### src/rtl/dds_phase_lane_gen.sv
// DDS phase lane generator: 3-stage pipeline from DDS parameters to an AXI-Stream beat of
// LANES consecutive phase words, with a continuous 48-bit phase accumulator.
module dds_phase_lane_gen #(
    parameter int LANES           = 16,
    parameter int PHASE_OUT_WIDTH = 16,
    parameter int AXIS_DATA_WIDTH = 256
) (
    input  logic                       clk,
    input  logic                       reset,
    input  logic [47:0]                freq,
    input  logic [13:0]                phase,
    input  logic [13:0]                amp,
    input  logic [13:0]                amp_offset,
    input  logic                       out_en,
    input  logic                       phase_clr,
    input  logic                       m_axis_data_tready,
    output logic [AXIS_DATA_WIDTH-1:0] m_axis_data_tdata,
    output logic                       m_axis_data_tvalid,
    output logic [13:0]                amp_out,
    output logic [13:0]                amp_offset_out
);

    localparam int LOG2_LANES = $clog2(LANES);

    if (AXIS_DATA_WIDTH != LANES * PHASE_OUT_WIDTH) begin : g_bad_width
        $error("dds_phase_lane_gen: AXIS_DATA_WIDTH must equal LANES*PHASE_OUT_WIDTH");
    end
    if (LANES < 2 || LANES > 16 || (LANES & (LANES - 1)) != 0) begin : g_bad_lanes
        $error("dds_phase_lane_gen: LANES must be a power of 2 in 2..16");
    end
    if (PHASE_OUT_WIDTH < 1 || PHASE_OUT_WIDTH > 48) begin : g_bad_pow
        $error("dds_phase_lane_gen: PHASE_OUT_WIDTH must be 1..48");
    end

    // S0: input capture
    logic [47:0] freq0_q;
    logic [13:0] phase0_q;
    logic [13:0] amp0_q;
    logic [13:0] amp_off0_q;
    logic        clr0_q;
    logic        v0_q;

    // S1: accumulator and beat base
    logic [47:0] acc_q;
    logic [47:0] acc_d;
    logic [47:0] base1_q;
    logic [47:0] base1_d;
    logic [47:0] freq1_q;
    logic [13:0] amp1_q;
    logic [13:0] amp_off1_q;
    logic        v1_q;

    // S2: output beat
    logic [AXIS_DATA_WIDTH-1:0] tdata_q;
    logic [AXIS_DATA_WIDTH-1:0] tdata_d;
    logic                       tvalid_q;
    logic [13:0]                amp2_q;
    logic [13:0]                amp_off2_q;

    logic adv;
    logic lane_lsbs_unused;

    assign adv = !tvalid_q || m_axis_data_tready;

    always_comb begin
        logic [47:0] start;
        start   = clr0_q ? 48'd0 : acc_q;
        base1_d = start + {phase0_q, 34'd0};
        acc_d   = start + (freq0_q << LOG2_LANES);
    end

    // k*freq is the sum of freq shifted by each set bit of k; no multiplier needed.
    always_comb begin
        logic [47:0] step;
        logic [47:0] lane;
        tdata_d          = '0;
        lane_lsbs_unused = 1'b0;
        step             = '0;
        lane             = '0;
        for (int k = 0; k < LANES; k++) begin
            step = '0;
            for (int b = 0; b < LOG2_LANES; b++) begin
                if (((k >> b) & 1) != 0) begin
                    step = step + (freq1_q << b);
                end
            end
            lane = base1_q + step;
            tdata_d[k*PHASE_OUT_WIDTH +: PHASE_OUT_WIDTH] = lane[47 -: PHASE_OUT_WIDTH];
            lane_lsbs_unused ^= ^lane;
        end
    end

    always_ff @(posedge clk or posedge reset) begin
        if (reset) begin
            freq0_q    <= '0;
            phase0_q   <= '0;
            amp0_q     <= '0;
            amp_off0_q <= '0;
            clr0_q     <= 1'b0;
            v0_q       <= 1'b0;
            acc_q      <= '0;
            base1_q    <= '0;
            freq1_q    <= '0;
            amp1_q     <= '0;
            amp_off1_q <= '0;
            v1_q       <= 1'b0;
            tdata_q    <= '0;
            tvalid_q   <= 1'b0;
            amp2_q     <= '0;
            amp_off2_q <= '0;
        end else if (adv) begin
            freq0_q    <= freq;
            phase0_q   <= phase;
            amp0_q     <= amp;
            amp_off0_q <= amp_offset;
            clr0_q     <= phase_clr;
            v0_q       <= out_en;

            // Bubbles leave the accumulator untouched so phase stays continuous.
            if (v0_q) begin
                acc_q   <= acc_d;
                base1_q <= base1_d;
                freq1_q <= freq0_q;
            end
            v1_q       <= v0_q;
            amp1_q     <= amp0_q;
            amp_off1_q <= amp_off0_q;

            tdata_q    <= tdata_d;
            tvalid_q   <= v1_q;
            amp2_q     <= amp1_q;
            amp_off2_q <= amp_off1_q;
        end
    end

    assign m_axis_data_tdata  = tdata_q;
    assign m_axis_data_tvalid = tvalid_q;
    assign amp_out            = amp2_q;
    assign amp_offset_out     = amp_off2_q;

endmodule
### config.mk
export PLATFORM = sky130hd
export DESIGN_NAME = dds_phase_lane_gen
export DESIGN_NICKNAME = d
export VERILOG_FILES = /design/src/rtl/dds_phase_lane_gen.sv
export SDC_FILE = /design/constraint.sdc
export NUM_CORES = 2
export LEC_CHECK = 0
export CORE_ASPECT_RATIO = 0.9
export CORE_MARGIN = 5
export CORE_UTILIZATION = 50
export CTS_BUF_LIST = sky130_fd_sc_hd__clkbuf_8
export DETAILED_ROUTE_END_ITERATION = 16
export PLACE_DENSITY = 0.73
export SLEW_MARGIN = 0
export SYNTH_ARGS = -nofsm -noshare
export SYNTH_HDL_FRONTEND = slang
export SYNTH_SLANG_ARGS = --single-unit
### constraint.sdc
create_clock -name clk -period 19.5 [get_ports clk]
set_clock_uncertainty 0.1 [all_clocks]
set_input_delay 3.9 -clock clk [delete_from_list [all_inputs] [get_ports clk]]
set_output_delay 3.9 -clock clk [all_outputs]
set_load 0.01 [all_outputs]
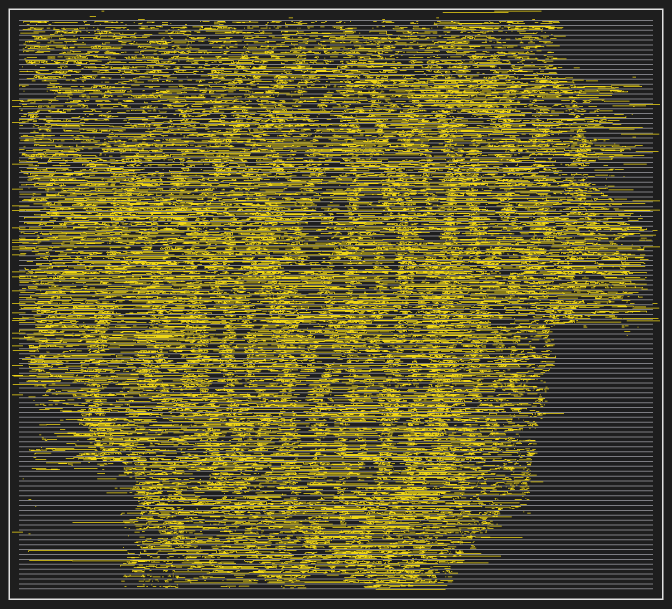
layer_met1.png
Supply wires on this layer in grey.
The layer carries 75.6 mm of wire. The longest straight run is 101 µm. The layer holds 45% of the routed length. The wires run mostly horizontal.
met1 Use GR: 40.6%
vias post-DR: 48.6k
WL final: 167 mm

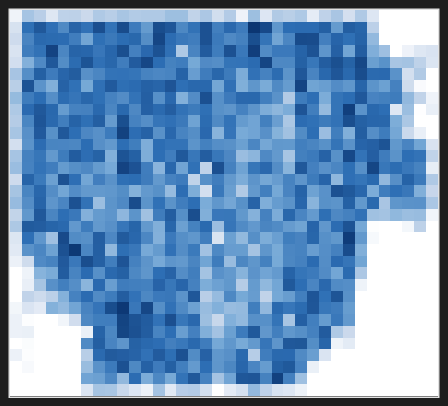
cell_density.png
36 x 33 tiles, from white (low) to dark blue (high), 0 to 100% covered.
The mean over all tiles is 52%. The fullest tile reaches 98%. 14% of the tiles are nearly empty. The emptiest ninth of the die: south-east.

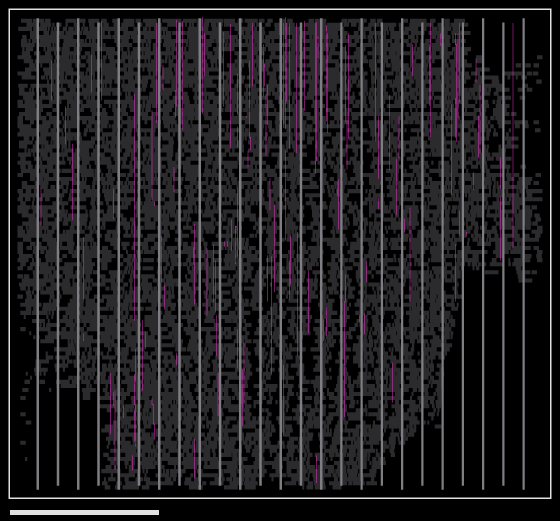
layer_met4.png
Bar = 100 µm. Supply wires on this layer in grey.
The layer carries 4810 µm of wire. The wires run mostly vertical.

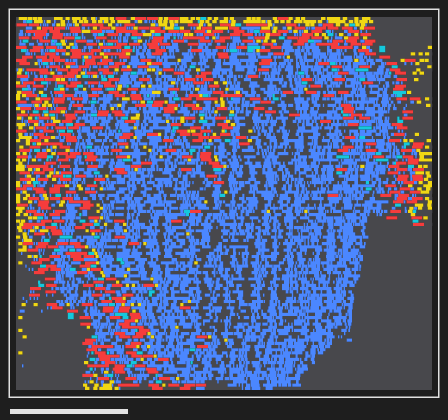
placement_by_type.png
Bar = 100 µm. Fill, decap, tap and diode cells in grey.
Key: flops = red [cells 542]; other buffers and delay cells = yellow [cells 478]; clock drivers and dummy loads = cyan [cells 174]; combinational and other logic = blue [cells 5672]
Final Util: 57.4%
total core area: 111000 µm²
flop share of the area: 21.3%
design area: 63800 µm²

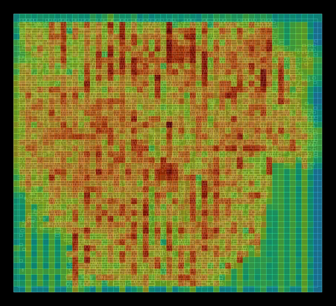
congestion.png
overall routing resource usage: 28.0%
grt peak-use layer: met2
routed len/inst: 20.1 µm
GR Util met3: 5.99%
met2 Resource Use GR: 42.2%

==> Slide: Implementation Results <==
Run Summary

Status
  • Outcome: complete, no violations

Setup path
  • CP delay by family, top: AND-OR/OR-AND gates
  • Critical path startpoint: freq1_q[3]
  • Reg2reg end: m_axis_data_tdata[255]
  • Crit-path max FO: 17
  • FF-to-FF path depth: 38
  • Bufs and invs on worst path: 2
  • R2R Setup Slk: around 8900 ps
  • CP Class: register to register
  • Biggest cell delay along the critical path: 840 ps
  • Worst reg2reg path startpoint: freq1_q[3]
  • Critical Path End: m_axis_data_tdata[255]
  • Kind of start point of the critical path: register
  • CP endpoint kind: register
  • Slowest CP cell: dfrtp_1
  • Most frequent CP cell: a21oi_1

Hold path
  • Hold Path Depth: 2
  • Hold path startpoint: amp0_q[12]
  • Endpoint, Worst Hold: amp0_q[12]
  • HP Class: register to register

Route
  • Antenna Nets Post-Route: 0
  • Initial drt markers: 4173
  • Pre-antenna DRT Iters: 5
  • DR vias/cell: 5.82
  • DRC viols: 0

GRT
  • Largest net degree at the start of global routing: around 200
  • First-pass GRT wire length: 265 mm
  • Vias in the first global route: slightly below 50k
  • Initial antenna violation count: 11
  • Grt total ovfl: 0

Logic synthesis
  • Netlist cell types: 88
  • Dominant Register Cell: dfrtp_1
  • # Cells Yosys: 6346
  • Mux share: 1.68%
  • Yosys reg bits: about 540
  • Area share, top type: 24.3%
  • Nets at Floorplan: 7571
  • Adder-cell share of the synthesized area: 29.5%
  • AND/OR/NAND/NOR Cells, Area Fraction: 14.1%
  • Biggest area cells: dfrtp_1 24%, ha_1 19%, fa_1 11%
  • Area leader, netlist: dfrtp_1
  • Asr flop ratio synth: 100%
  • YS warnings: 0
  • Post-synth EDFFs: 0
  • Synth Cell Area: 55800 µm²
  • Largest logic family: adder cells
  • Ao+oa area frac: a little under a fifth
  • Seq share, synth: roughly 24%
  • XOR/XNOR Area Share: 6.02%
  • Synthesis area per yosys: ~56000 µm²

STA
  • Worst Tran Pin Value: 1100 ps
  • TNS Setup: 0 ps
  • Max Fclk: 94.2 MHz
  • Slew HR: 26.0%
  • Cycle use final: a little over half
  • Post-route minimum period: 10620 ps
  • Final Slew Violations: 0
  • # setup viols final: 0
  • Final Hold Viols: 0
  • PnR worst setup slack: 8880 ps

Clock tree
  • CTS H-tree depth: 3
  • Root buffer cell: clkbuf_8
  • CTS tree: built
  • Clock-pin slew on the worst setup and hold paths: 70 ps
  • Cts bufs inserted: 98
  • CTS Buffer Depth: 3
  • Latency at later pin: 850 ps
  • CTS sink count: 542
  • Post-CTS Setup Inserts: 0

Placed design
  • Dpl cell area: 61700 µm²
  • GPL Wtd Cong: 0.986
  • Count of buffers from port buffering: 379

Job
  • Tool warnings: 38
  • Max Cap Viol: 0

Final layout
  • Fill count: ~9.9k
  • P&R area growth vs syn: 14.4%
  • Share of layout cells above drive strength 1: 5.46%
  • Layout Nets: 8017
  • Combinational Area: 39100 µm²

Die
  • # IOs: between 300 and 400
  • Die Span Y: 327 µm
  • Std cell rows: ~120
  • Die W: 362 µm
  • Die footprint: 118000 µm²
  • Init Core Util: 50.2%
-- metal layers --
metal | track usage [%] | up-vias | share of wire (%)
met2 | 42.2 | 1781 | 43
met5 | 0 | - | 0.020
li1 | - | 22973 | -
met1 | 40.6 | 23567 | 45
met4 | 8.51 | 4 | 2.9
met3 | 5.99 | 273 | 9.0
-- synthesized netlist by cell type (15+ instances only) --
| master | number |
|---|---|
| a31oi_1 | 45 |
| mux2_2 | 83 |
| and3_1 | 44 |
| nor2b_1 | 118 |
| a211oi_1 | 44 |
| and2_1 | 30 |
| o21ai_0 | 336 |
| dfrtp_1 | 542 |
| nand2_1 | 806 |
| xor2_1 | 149 |
| nor3_1 | 80 |
| clkbuf_1 | 127 |
| nand2b_1 | 61 |
| o21bai_1 | 68 |
| nand3_1 | 80 |
| o31ai_1 | 58 |
| a2111oi_0 | 16 |
| a31o_2 | 15 |
| o211ai_1 | 28 |
| ha_1 | 825 |
| or2_2 | 18 |
| nor2_1 | 349 |
| xnor2_1 | 226 |
| nand4_1 | 81 |
| inv_1 | 687 |
| o21a_1 | 88 |
| a21o_1 | 277 |
| or3_1 | 23 |
| fa_1 | 305 |
| a21oi_1 | 517 |
-- cells in the final DEF (no fill, tap or decap), drive strengths merged, types with 112 or more instances in the layout --
cell             n
ha             825
nand2          806
inv            725
dfrtp          542
a21oi          519
clkdlybuf4s50  379
nor2           349
o21ai          349
fa             305
a21o           277
xnor2          226
xor2           150
nor2b          118
clkbuf         112
-- metrics by stage --
step | std cells | hold WS [ps]
6_report | 8350 | 364
5_1_grt | 8346 | 377
4_1_cts | 8341 | 358
3_5_place_dp | 8167 | 355
3_3_place_gp | 8167 | 348
2_1_floorplan | 6346 | 335
-- sequential cells by signal (all words and copies together) (netlist names) --
| name | flops |
|---|---|
| m_axis_data_tdata | 256 |
| freq0_q | 48 |
| freq1_q | 48 |
| acc_q | 44 |
| base1_q | 44 |
| amp0_q | 14 |
| amp1_q | 14 |
| amp_off0_q | 14 |
| amp_off1_q | 14 |
| amp_offset_out | 14 |
| amp_out | 14 |
| phase0_q | 14 |
| clr0_q | 1 |
| m_axis_data_tvalid | 1 |
| v0_q | 1 |
| v1_q | 1 |
-- cell type report --
type / count / area share, %
antenna: 9 / 0.0353
clock buffer: 112 / 2.42
clock inverter: 62 / 0.781
inverter: 688 / 4.06
multi-input combinational: 4984 / 61.4
sequential: 542 / 21.3
tap: 1475 / 2.89
timing repair buffer: 478 / 7.15
-- kinds of logic after synthesis --
| family | after synthesis |
|---|---|
| AND/OR/NAND/NOR | 1734 |
| buffers and inverters | 820 |
| XOR/XNOR | 378 |
| AND-OR/OR-AND | 1659 |
| adder cells (fa/ha/maj) | 1130 |
| multiplexers | 83 |
| flip-flops | 542 |
-- worst min-delay path: stages (launching register included) --
cell and delay, ps:
dfrtp_1 340, nand2_1 50, nand2_1 40
